==> config.mk <==
export PLATFORM = sky130hd
export DESIGN_NAME = avs_echo_ctrl
export DESIGN_NICKNAME = d
export VERILOG_FILES = /design/src/rtl/avs_echo_ctrl.sv
export SDC_FILE = /design/constraint.sdc
export NUM_CORES = 1
export LEC_CHECK = 0
export ABC_CLOCK_PERIOD_IN_PS = 6400
export CAP_MARGIN = 5
export CORE_UTILIZATION = 40
export CTS_CLUSTER_DIAMETER = 150
export DETAILED_ROUTE_END_ITERATION = 8
export PLACE_DENSITY = 0.72
export SETUP_SLACK_MARGIN = 0.3
export SYNTH_ARGS = -nofsm -noshare
export SYNTH_HDL_FRONTEND = slang
export SYNTH_SLANG_ARGS = --single-unit
==> constraint.sdc <==
create_clock -name CSI_CLOCK_CLK -period 6.4 [get_ports CSI_CLOCK_CLK]
set_input_delay 1.92 -clock CSI_CLOCK_CLK [delete_from_list [all_inputs] [get_ports CSI_CLOCK_CLK]]
set_output_delay 1.92 -clock CSI_CLOCK_CLK [all_outputs]
set_load 0.02 [all_outputs]
Fig. 1: run 1, clock distribution
Bar = 50 microns.
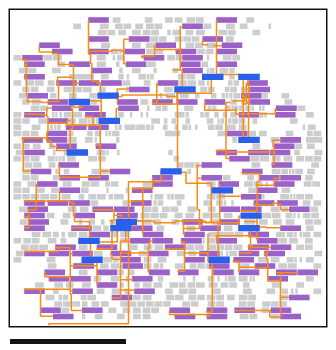
clock wires: drawn in orange, length 1,940 microns. clock drivers: drawn in blue, count 17. flip-flops: drawn in purple, count 164.
There are 18 routed clock nets. Position of the flops: all over the die.
Clock Power Share: 30.6%
clk_skew: 0.00956 ns
Latency at later pin: 0.42 ns
clock network power: 0.00102 W

Fig. 2: run 1, wire density map
Bar = 50 microns. 27 x 27 tiles, from white (low) to dark blue (high), scaled to the fullest tile. Values are wire area over tile area, all layers added.
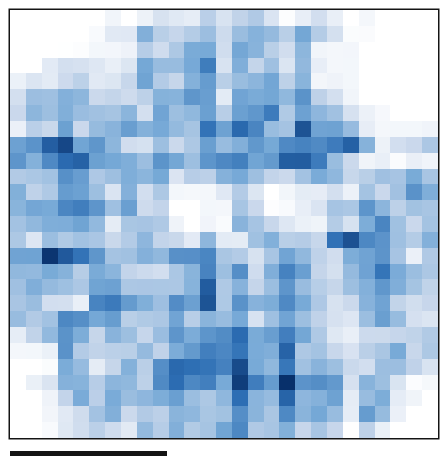
The emptiest ninth of the die: north-east. 10% of the tiles are nearly empty. The mean over all tiles is 0.18. 23% of the tiles are over half the peak. The densest ninth of the die: south.
Post-Route WL: 20.8 mm
vias: 5,422

Fig. 3: run 1, clock wiring as the flow saved it
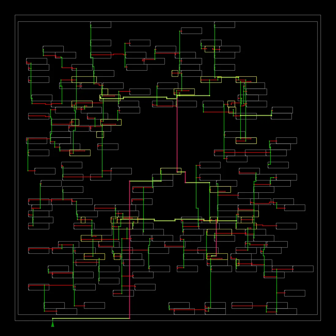
clkbuf count: 19
Sink Count: 164
CTS Buf Count: 17

Fig. 4: run 1, a small window of the routed layout
Window x 48 to 88, y 48 to 88 microns. Cells in gray, sequential cells in the stronger gray; small squares are vias.
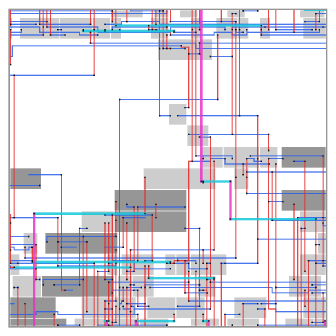
metal 1: drawn in blue. metal 4: drawn in magenta. metal 2: drawn in red. metal 3: drawn in cyan.
45 logic cells have their middle in the window. Most frequent: dfrtp_1 (7), mux2_2 (7), clkdlybuf4s50_1 (4). Sequential cells in the window: 7.

==> run summary, run 1 <==
run metrics: most frequent CP cell clkdlybuf4s50_1, Largest logic family multiplexers, CTS tree done, critical path's largest stage delay around 0.61 ns, top logic cells by instance count in the layout 204 x clkdlybuf4s50_1, 164 x dfrtp_1, 148 x mux2_2, 43 x nor2_1, 25 x nand2_1, I/O pins between 200 and 250, max_slew headroom between 20% and 30%, Chip Width 136 microns, count leader, synth dfrtp_1, Residual DRC 0, nets ~800, die y size between 100 and 150 microns, Comb pwr share about 29%, core box area ~0.017 sq mm, dominant class by area flip-flops and latches, syn_area_per_cell 13.1 sq um, Comb area share a little under 30%, Hold WS approximately 0.48 ns, Max-area cell share a little under three fifths, Worst Path Required 4.48 ns, Final GP Congestion 0.820, sequential fraction of design power 40.8%, FP Core Util between 40% and 50%, area figure in the yosys stat output around 0.0072 sq mm, Netlist Area Pre-Place 0.00721 sq mm, worst reg-to-reg path cell count 4, Primary FF master, synth dfrtp_1, total power 0.00334 W, Max Used Layer met4, status finished, final reports clean, fin worst setup slack around 1.3 ns, setup violators final 0, transition time at the pin with the least slew margin 1.07 ns, fillcell total about 1,400
Fig. 5: run 1, met3 routing
Cells faint in the background.
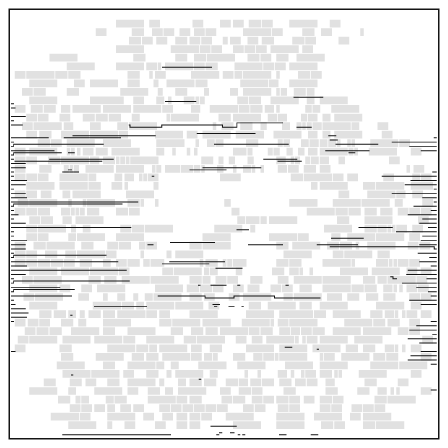

==> inputs of run 2 (changes only) <==
ABC_CLOCK_PERIOD_IN_PS = 4670   (was 6400)
clock period = 4.67 ns   (was 6.4 ns; I/O delays follow)
Fig. 6: run 2, met3 routing
Cells faint in the background.
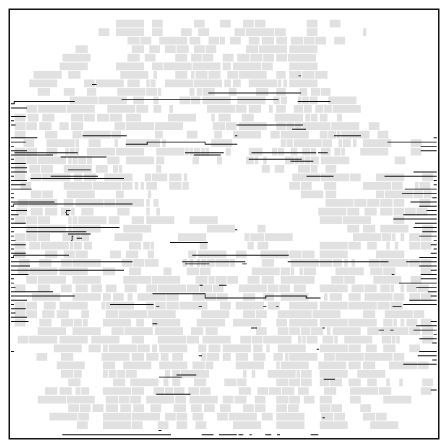
The layer carries 1,260 microns of wire. 135 nets have wire on it. The wires run mostly horizontal.
vias: 5,403
GRT met3 Usage: 4.96%
Post-Route WL: 20.8 mm

Fig. 7: run 2, clock distribution
Bar = 50 microns.
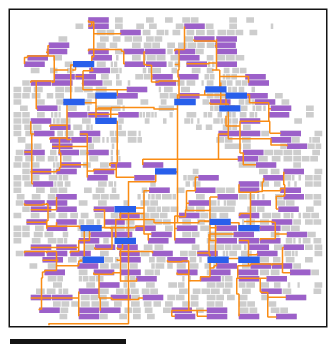
clock drivers: drawn in blue, count 17. flip-flops: drawn in purple, count 164. clock wires: drawn in orange, length 1,990 microns.
There are 18 routed clock nets.
Clock Power Share: 31.1%
clk_skew: 0.00677 ns
clock network power: 0.00143 W

==> run 2 against run 1 <==
Effect of this change: core utilization rose by 0.33 points; synthesized cell count is the same; clock power is about 40% higher; power rose by 38%; area after synthesis stayed put; combinational power is 37% higher; register-to-register slack got worse by 1.5 ns.
==> run summary, run 2 <==
run metrics: status finished, final reports clean, worst reg-to-reg path cell count 4 (unchanged), Max Used Layer met4, FP Core Util 41.4% (unchanged), most frequent CP cell clkdlybuf4s50_1, Comb pwr share 28.4% (-0.2 points), total power 0.00461 W (+38%), Primary FF master, synth dfrtp_1, top logic cells by instance count in the layout 204 x clkdlybuf4s50_1, 164 x dfrtp_1, 148 x mux2_2, 43 x nor2_1, 25 x nand2_1, Residual DRC 0 (unchanged), Latency at later pin 0.42 ns (about the same), die y size 136 microns (unchanged), transition time at the pin with the least slew margin 0.926 ns (-0.147 ns), count leader, synth dfrtp_1, Chip Width 136 microns (unchanged), Netlist Area Pre-Place 0.00721 sq mm (unchanged), clkbuf count 20 (+1), Sink Count 164 (unchanged), Max-area cell share 56.9% (unchanged), sequential fraction of design power 40.6% (-0.2 points), CTS Buf Count 17 (unchanged), setup violators final 0 (unchanged), core box area 0.0174 sq mm (unchanged), Hold WS 0.485 ns (+0.00256 ns), Crit. End Element primary output, NetSw roughly 0.0014 W, dominant class by area flip-flops and latches, Largest logic family multiplexers, I/O pins 209 (unchanged), critical path's largest stage delay 0.60 ns (about the same), fillcell total 1,393 (-3.0%), Comb area share 29.3% (-0.17 points), syn_area_per_cell 13.1 sq um (unchanged), max_slew headroom 38.1% (+9.8 points)
Fig. 8: run 2, a small window of the routed layout
Window x 48 to 88, y 48 to 88 microns. Cells in gray, sequential cells in the stronger gray; small squares are vias.
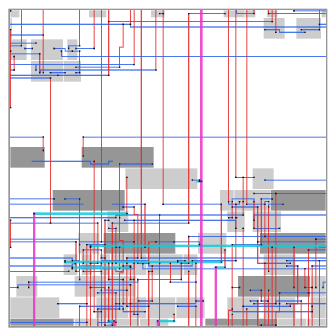
metal 2: drawn in red. metal 1: drawn in blue. metal 4: drawn in magenta. metal 3: drawn in cyan.
Most frequent: dfrtp_1 (6), mux2_2 (5), clkdlybuf4s50_1 (5). Sequential cells in the window: 6. 40 logic cells have their middle in the window.

Power and IR drop assume default switching activity.
